==> src/rtl/pmul_seq_if.sv <==
// Handshake bundle between the point-multiply sequencer, the key/base-point
// register block, the multiplier core and the result store.
interface pmul_seq_if;
    logic       start_i;
    logic       abort_i;
    logic       core_done_i;
    logic [7:0] k_addr_o;
    logic [2:0] gx_addr_o;
    logic [2:0] gy_addr_o;
    logic       core_ld_valid_o;
    logic [2:0] core_ld_idx_o;
    logic       core_go_o;
    logic [2:0] core_res_idx_o;
    logic [2:0] rx_addr_o;
    logic [2:0] ry_addr_o;
    logic       rx_wren_o;
    logic       ry_wren_o;
    logic       busy_o;
    logic       done_o;
    logic       err_timeout_o;

    modport slave (
        input  start_i, abort_i, core_done_i,
        output k_addr_o, gx_addr_o, gy_addr_o, core_ld_valid_o, core_ld_idx_o,
               core_go_o, core_res_idx_o, rx_addr_o, ry_addr_o, rx_wren_o,
               ry_wren_o, busy_o, done_o, err_timeout_o
    );

    modport master (
        output start_i, abort_i, core_done_i,
        input  k_addr_o, gx_addr_o, gy_addr_o, core_ld_valid_o, core_ld_idx_o,
               core_go_o, core_res_idx_o, rx_addr_o, ry_addr_o, rx_wren_o,
               ry_wren_o, busy_o, done_o, err_timeout_o
    );
endinterface

==> src/rtl/pmul_seq.sv <==
// Point-multiply sequencer: loads operand words into the core, starts it, then
// drains result words. Optional RUN watchdog enabled by PMUL_SEQ_TIMEOUT_EN.
module pmul_seq #(
    parameter int pWORDS     = 8,
    parameter int pTIMEOUT_W = 20
) (
    input  logic       crypto_clk,
    input  logic       reset_n,
    pmul_seq_if.slave  bus
);
    typedef enum logic [2:0] {IDLE, LOAD, LDRAIN, RUN, STORE, SDRAIN, DONE} state_t;

    localparam logic [2:0] LAST = 3'(pWORDS - 1);

    state_t     state_q, state_d;
    logic [2:0] cnt_q, cnt_d;
    logic       ld_vld_q, ld_vld_d;
    logic [2:0] ld_idx_q, ld_idx_d;
    logic       wr_vld_q, wr_vld_d;
    logic [2:0] wr_idx_q, wr_idx_d;
    logic       go_q, go_d;
    logic       done_q, done_d;
    logic       cdone_q, cdone_d;
    logic       expire;

`ifdef PMUL_SEQ_TIMEOUT_EN
    // Expiry fires on the RUN cycle that brings the count to 2^W-1.
    localparam logic [pTIMEOUT_W-1:0] WDOG_LAST = {{(pTIMEOUT_W-1){1'b1}}, 1'b0};

    logic [pTIMEOUT_W-1:0] wdog_q, wdog_d;
    logic                  err_q, err_d;

    always_comb begin
        wdog_d = '0;
        if (state_q == RUN) wdog_d = wdog_q + 1'b1;
        expire = (state_q == RUN) && (wdog_q == WDOG_LAST) && !bus.core_done_i && !cdone_q;
        err_d  = err_q;
        if (!bus.abort_i) begin
            if (state_q == IDLE && bus.start_i) err_d = 1'b0;
            else if (expire)                    err_d = 1'b1;
        end
    end

    always_ff @(posedge crypto_clk or negedge reset_n) begin
        if (!reset_n) begin
            wdog_q <= '0;
            err_q  <= 1'b0;
        end else begin
            wdog_q <= wdog_d;
            err_q  <= err_d;
        end
    end

    assign bus.err_timeout_o = err_q;
`else
    logic unused_tmo;
    assign unused_tmo        = ^pTIMEOUT_W;
    assign expire            = 1'b0;
    assign bus.err_timeout_o = 1'b0;
`endif

    always_comb begin
        state_d  = state_q;
        cnt_d    = cnt_q;
        ld_vld_d = 1'b0;
        ld_idx_d = '0;
        wr_vld_d = 1'b0;
        wr_idx_d = '0;
        go_d     = 1'b0;
        done_d   = 1'b0;
        cdone_d  = 1'b0;
        if (bus.abort_i) begin
            state_d = IDLE;
            cnt_d   = '0;
        end else begin
            case (state_q)
                IDLE: if (bus.start_i) begin
                    state_d = LOAD;
                    cnt_d   = '0;
                end
                LOAD: begin
                    ld_vld_d = 1'b1;
                    ld_idx_d = cnt_q;
                    if (cnt_q == LAST) begin
                        state_d = LDRAIN;
                        cnt_d   = '0;
                    end else begin
                        cnt_d = cnt_q + 3'd1;
                    end
                end
                LDRAIN: begin
                    state_d = RUN;
                    go_d    = 1'b1;
                end
                // core_done_i is registered once before it moves the FSM.
                RUN: begin
                    cdone_d = bus.core_done_i;
                    if (cdone_q) begin
                        state_d = STORE;
                        cnt_d   = '0;
                    end else if (expire) begin
                        state_d = IDLE;
                    end
                end
                STORE: begin
                    wr_vld_d = 1'b1;
                    wr_idx_d = cnt_q;
                    if (cnt_q == LAST) begin
                        state_d = SDRAIN;
                        cnt_d   = '0;
                    end else begin
                        cnt_d = cnt_q + 3'd1;
                    end
                end
                SDRAIN: state_d = DONE;
                DONE: begin
                    done_d  = 1'b1;
                    state_d = IDLE;
                end
                default: state_d = IDLE;
            endcase
        end
    end

    always_ff @(posedge crypto_clk or negedge reset_n) begin
        if (!reset_n) begin
            state_q  <= IDLE;
            cnt_q    <= '0;
            ld_vld_q <= 1'b0;
            ld_idx_q <= '0;
            wr_vld_q <= 1'b0;
            wr_idx_q <= '0;
            go_q     <= 1'b0;
            done_q   <= 1'b0;
            cdone_q  <= 1'b0;
        end else begin
            state_q  <= state_d;
            cnt_q    <= cnt_d;
            ld_vld_q <= ld_vld_d;
            ld_idx_q <= ld_idx_d;
            wr_vld_q <= wr_vld_d;
            wr_idx_q <= wr_idx_d;
            go_q     <= go_d;
            done_q   <= done_d;
            cdone_q  <= cdone_d;
        end
    end

    assign bus.k_addr_o        = (state_q == LOAD)  ? {5'd0, cnt_q} : 8'd0;
    assign bus.gx_addr_o       = (state_q == LOAD)  ? cnt_q : 3'd0;
    assign bus.gy_addr_o       = (state_q == LOAD)  ? cnt_q : 3'd0;
    assign bus.core_res_idx_o  = (state_q == STORE) ? cnt_q : 3'd0;
    assign bus.core_ld_valid_o = ld_vld_q;
    assign bus.core_ld_idx_o   = ld_idx_q;
    assign bus.core_go_o       = go_q;
    assign bus.rx_wren_o       = wr_vld_q;
    assign bus.ry_wren_o       = wr_vld_q;
    assign bus.rx_addr_o       = wr_idx_q;
    assign bus.ry_addr_o       = wr_idx_q;
    assign bus.busy_o          = (state_q != IDLE);
    assign bus.done_o          = done_q;
endmodule

==> src/flat_wrapper.sv <==
// flat-port wrapper written by rule: the top's interface ports become plain ports
module pmul_seq_flat 
#(
    parameter int pWORDS     = 8,
    parameter int pTIMEOUT_W = 20
)
  (crypto_clk, reset_n, bus_start_i, bus_abort_i, bus_core_done_i, bus_k_addr_o, bus_gx_addr_o, bus_gy_addr_o, bus_core_ld_valid_o, bus_core_ld_idx_o, bus_core_go_o, bus_core_res_idx_o, bus_rx_addr_o, bus_ry_addr_o, bus_rx_wren_o, bus_ry_wren_o, bus_busy_o, bus_done_o, bus_err_timeout_o);
  pmul_seq_if bus_i ();
  input  logic crypto_clk;
  input  logic reset_n;
  input wire logic [$bits(bus_i.start_i)-1:0] bus_start_i;
  input wire logic [$bits(bus_i.abort_i)-1:0] bus_abort_i;
  input wire logic [$bits(bus_i.core_done_i)-1:0] bus_core_done_i;
  output wire logic [$bits(bus_i.k_addr_o)-1:0] bus_k_addr_o;
  output wire logic [$bits(bus_i.gx_addr_o)-1:0] bus_gx_addr_o;
  output wire logic [$bits(bus_i.gy_addr_o)-1:0] bus_gy_addr_o;
  output wire logic [$bits(bus_i.core_ld_valid_o)-1:0] bus_core_ld_valid_o;
  output wire logic [$bits(bus_i.core_ld_idx_o)-1:0] bus_core_ld_idx_o;
  output wire logic [$bits(bus_i.core_go_o)-1:0] bus_core_go_o;
  output wire logic [$bits(bus_i.core_res_idx_o)-1:0] bus_core_res_idx_o;
  output wire logic [$bits(bus_i.rx_addr_o)-1:0] bus_rx_addr_o;
  output wire logic [$bits(bus_i.ry_addr_o)-1:0] bus_ry_addr_o;
  output wire logic [$bits(bus_i.rx_wren_o)-1:0] bus_rx_wren_o;
  output wire logic [$bits(bus_i.ry_wren_o)-1:0] bus_ry_wren_o;
  output wire logic [$bits(bus_i.busy_o)-1:0] bus_busy_o;
  output wire logic [$bits(bus_i.done_o)-1:0] bus_done_o;
  output wire logic [$bits(bus_i.err_timeout_o)-1:0] bus_err_timeout_o;
  assign bus_i.start_i = bus_start_i;
  assign bus_i.abort_i = bus_abort_i;
  assign bus_i.core_done_i = bus_core_done_i;
  assign bus_k_addr_o = bus_i.k_addr_o;
  assign bus_gx_addr_o = bus_i.gx_addr_o;
  assign bus_gy_addr_o = bus_i.gy_addr_o;
  assign bus_core_ld_valid_o = bus_i.core_ld_valid_o;
  assign bus_core_ld_idx_o = bus_i.core_ld_idx_o;
  assign bus_core_go_o = bus_i.core_go_o;
  assign bus_core_res_idx_o = bus_i.core_res_idx_o;
  assign bus_rx_addr_o = bus_i.rx_addr_o;
  assign bus_ry_addr_o = bus_i.ry_addr_o;
  assign bus_rx_wren_o = bus_i.rx_wren_o;
  assign bus_ry_wren_o = bus_i.ry_wren_o;
  assign bus_busy_o = bus_i.busy_o;
  assign bus_done_o = bus_i.done_o;
  assign bus_err_timeout_o = bus_i.err_timeout_o;
  pmul_seq #(.pWORDS(pWORDS), .pTIMEOUT_W(pTIMEOUT_W)) u_core (.crypto_clk(crypto_clk), .reset_n(reset_n), .bus(bus_i));
endmodule
==> config.mk <==
export PLATFORM = sky130hd
export DESIGN_NAME = pmul_seq_flat
export DESIGN_NICKNAME = d
export VERILOG_FILES = /design/src/rtl/pmul_seq_if.sv /design/src/rtl/pmul_seq.sv /design/src/flat_wrapper.sv
export SDC_FILE = /design/constraint.sdc
export NUM_CORES = 1
export LEC_CHECK = 0
export CAP_MARGIN = 0
export CORE_ASPECT_RATIO = 1.1
export CORE_MARGIN = 8
export CORE_UTILIZATION = 41
export CTS_CLUSTER_DIAMETER = 60
export DETAILED_ROUTE_END_ITERATION = 8
export PLACE_DENSITY = 0.77
export SETUP_SLACK_MARGIN = 0.1
export SLEW_MARGIN = 20
export SYNTH_ARGS = -nofsm -noshare
export SYNTH_HDL_FRONTEND = slang
export SYNTH_SLANG_ARGS = --single-unit
==> constraint.sdc <==
create_clock -name crypto_clk -period 2 [get_ports crypto_clk]
set_input_delay 0.5 -clock crypto_clk [delete_from_list [all_inputs] [get_ports crypto_clk]]
set_output_delay 0.5 -clock crypto_clk [all_outputs]
set_load 0.03 [all_outputs]
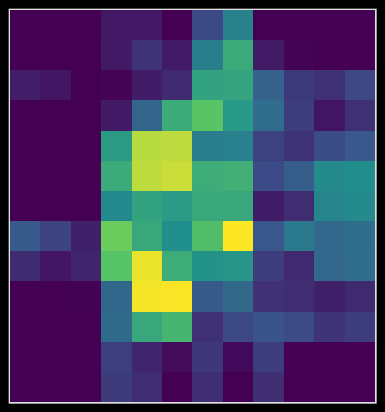
Fig. 1. Signal metal coverage by tile (run 1).
Scale: 6 px per um. 12 x 13 tiles, from dark purple (low) to yellow (high), scaled to the fullest tile. Values are wire area over tile area, all layers added.
The densest ninth of the die: centre. The emptiest ninth of the die: north-west. The fullest tile reaches 0.38.

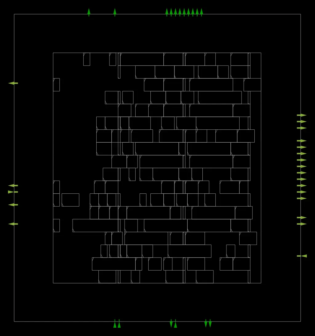
Fig. 2. Placed standard cells (run 1).
Core Area: 2160 um^2
# Taps: 30
final core utilization: 58.6%
fin cells: 152
flip-flops: 17

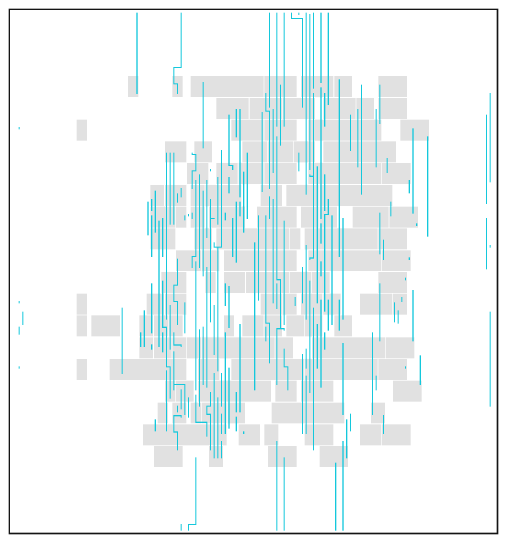
Fig. 3. The metal 2 layer (run 1).
Scale: 8 px per um.
The longest straight run is 22.6 um. The layer holds 53% of the routed length. The wires run mostly vertical. 119 nets have wire on it.

==> results.cfg, run 1 <==
; implementation run metrics
[outcome]
status = completed

[worst_setup_path]
worstPathRequired_ns = 1.50
end_kind = output pin
regToRegEndpoint = u_core.state_q[0]
crit_end = bus_gx_addr_o[1]
critical_path_arrival_ns = 1.39
crit_type = register to output pin
cp_common_cell = buf_6
crit_path_start_kind = register

[logic_synthesis]
ys_top_cells_by_count = 17 x dfrtp_1, 16 x buf_4, 10 x and2_1
synth.cell_area_um2 = 907
ys_seq_share_pct = 46.9
topCombFamilyByArea = simple AND/OR/NAND/NOR gates

[power_and_ir_drop]
clock_power_mw = 0.185
netSwitchingPower_mw = 0.221
p_int_mw = 0.499
p_leak_nw = 0.613

[floorplan]
ios = 38
die_h_um = 65.3
chip_area_um2 = 3980
fp_util_pct = 42.0

[clock_network]
cts_buffer_depth = 2
clk_pin_slew_ns = 0.10
cts_tree = done
cts_resized = 31
postCtsSetupBuffers = 1
cts-htree-levels = 1

[grt]
grt_pass1_wl_um = 3680

[run]
warnings = 28

[cells_and_area]
area_growth_pct = 39.6
logic_area_um2 = 383
n_antenna_cell = 0
lay_top_count = clkdlybuf4s50_1
lay_top_cells = 17 x clkdlybuf4s50_1, 16 x dfrtp_1, 10 x buf_6
drive_above_1_share_pct = 28.7

[place]
detailed_place_hpwl_um = 1670
run 1: registers in the layout, summed over array words and instances (netlist names):
name and count:
u_core.bus.core_ld_valid_o 1, u_core.bus.done_o 1, u_core.bus.rx_wren_o 1, u_core.bus.rx_addr_o 3, u_core.bus.core_go_o 1, u_core.cnt_q 3
u_core.bus.core_ld_idx_o 3, u_core.state_q 3, u_core.cdone_q 1
run 1: cells by family after synthesis:
| logic type | after synthesis |
|---|---|
| AOI/OAI and AO/OA | 9 |
| xor gates and xnor gates | 1 |
| adders and majority gates | 2 |
| buffers and inverters | 21 |
| DFF | 17 |
| other | 1 |
| and+or+nand+nor | 41 |
run 1: metal layers:
layer	vias up	wire [um]	track usage [%]
met2	36	1210	20.6
met3	4	167	2.93
li1	346	-	-
met5	-	0	0
met4	0	74	11.7
met1	348	810	12.1
Fig. 4: run 1, drive-strength map
Scale: 4 px per um.
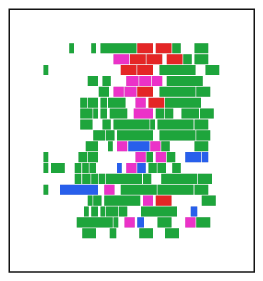

==> run 1 -> run 2 <==
--- a/config.mk
+++ b/config.mk
@@ -11,6 +11,7 @@
 export CORE_UTILIZATION = 41
 export CTS_CLUSTER_DIAMETER = 60
 export DETAILED_ROUTE_END_ITERATION = 8
+export GPL_TIMING_DRIVEN = 0
 export PLACE_DENSITY = 0.77
 export SETUP_SLACK_MARGIN = 0.1
 export SLEW_MARGIN = 20
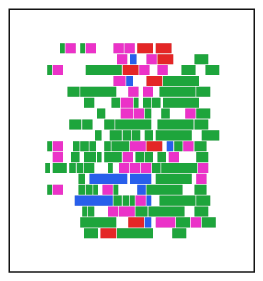
Fig. 5. Drive-strength map (run 2).
Scale: 4 px per um.
Key: magenta = drive 3 to 4 [cells 34, most used buf_4]; red = drive 6 and up [cells 8, most used buf_6]; green = drive 1 or less [cells 84, most used dfrtp_1]; blue = drive 2 [cells 9, most used buf_2]

==> run 2 against run 1 <==
  * Non-clock buffer count increased by 13
  * Critical path depth decreased by 2
  * Clock-buffer cell count unchanged
  * Cell count increased by 8.6%
  * Clock power decreased by 4%
  * Critical endpoint is now bus_busy_o
  * Wire length decreased by 5.6%
==> results.cfg, run 2 <==
; implementation run metrics
[clock_network]
clock_latency_ns = 0.28
cts-htree-levels = 1
cts_buffer_depth = 2
cts_tree = done

[hold_path]
holdPathStages = 2

[cells_and_area]
nNonClkBuffers = 54
final_cells = 165
flop-count = 17
lay_top_cells = 24 x buf_4, 15 x dfrtp_1, 13 x clkdlybuf4s50_1
n_antenna_cell = 0
utilization_pct = 62.4
drive_above_1_share_pct = 37.8
area_growth_pct = 48.8

[worst_setup_path]
end_kind = output pin
crit_type = register to output pin
crit_path_start_kind = register
critPathSlowestCell = dfrtp_2
crit_end = bus_busy_o
worstPathRequired_ns = 1.50
regToRegEndpoint = u_core.state_q[0]

[floorplan]
core_area_um2 = 2160
die_h_um = 65.3
chip_area_um2 = 3980
ios = 38
nWellTaps = 30

[logic_synthesis]
ys_seq_share_pct = 46.9
synth.cell_area_um2 = 907
topCombFamilyByArea = simple AND/OR/NAND/NOR gates

[power_and_ir_drop]
p_seq_share_pct = 50.7
netSwitchingPower_mw = 0.213
power.group.top = sequential cells
clock_power_mw = 0.178
p_leak_nw = 0.699
p_int_mw = 0.511

[grt]
grt_pass1_vias = 732
grt_pass1_wl_um = 3200
track_usage_pct = 10.4

[final_timing]
fin_tns_setup_ns = 0
slew_violations = 0

[run]
warnings = 28

[outcome]
status = completed

[place]
detailed_place_hpwl_um = 1570
globalplace.congestion = 0.860
## run 2: cells by family after synthesis
logic type               after synthesis
other                                  1
XOR/XNOR                               1
AND/OR/NAND/NOR                       41
flip-flops                            17
AND-OR/OR-AND                          9
buffers and inverters                 21
adder cells (fa/ha/maj)                2
## run 2: metal layers
layer / wire [um] / vias up / GRT usage [%]
li1: - / 377 / -
met1: 915 / 363 / 10.8
met2: 1070 / 25 / 18.5
met3: 125 / 2 / 1.37
met4: 27 / 0 / 7.00
met5: 0 / - / 0
## run 2: timing repair
| item | CTS | global route |
|---|---|---|
| setup buffers | 3 | 2 |
| gates resized | 84 | 16 |
| endpoints found under the setup margin | 16 | 14 |
Power and IR drop assume default switching activity.
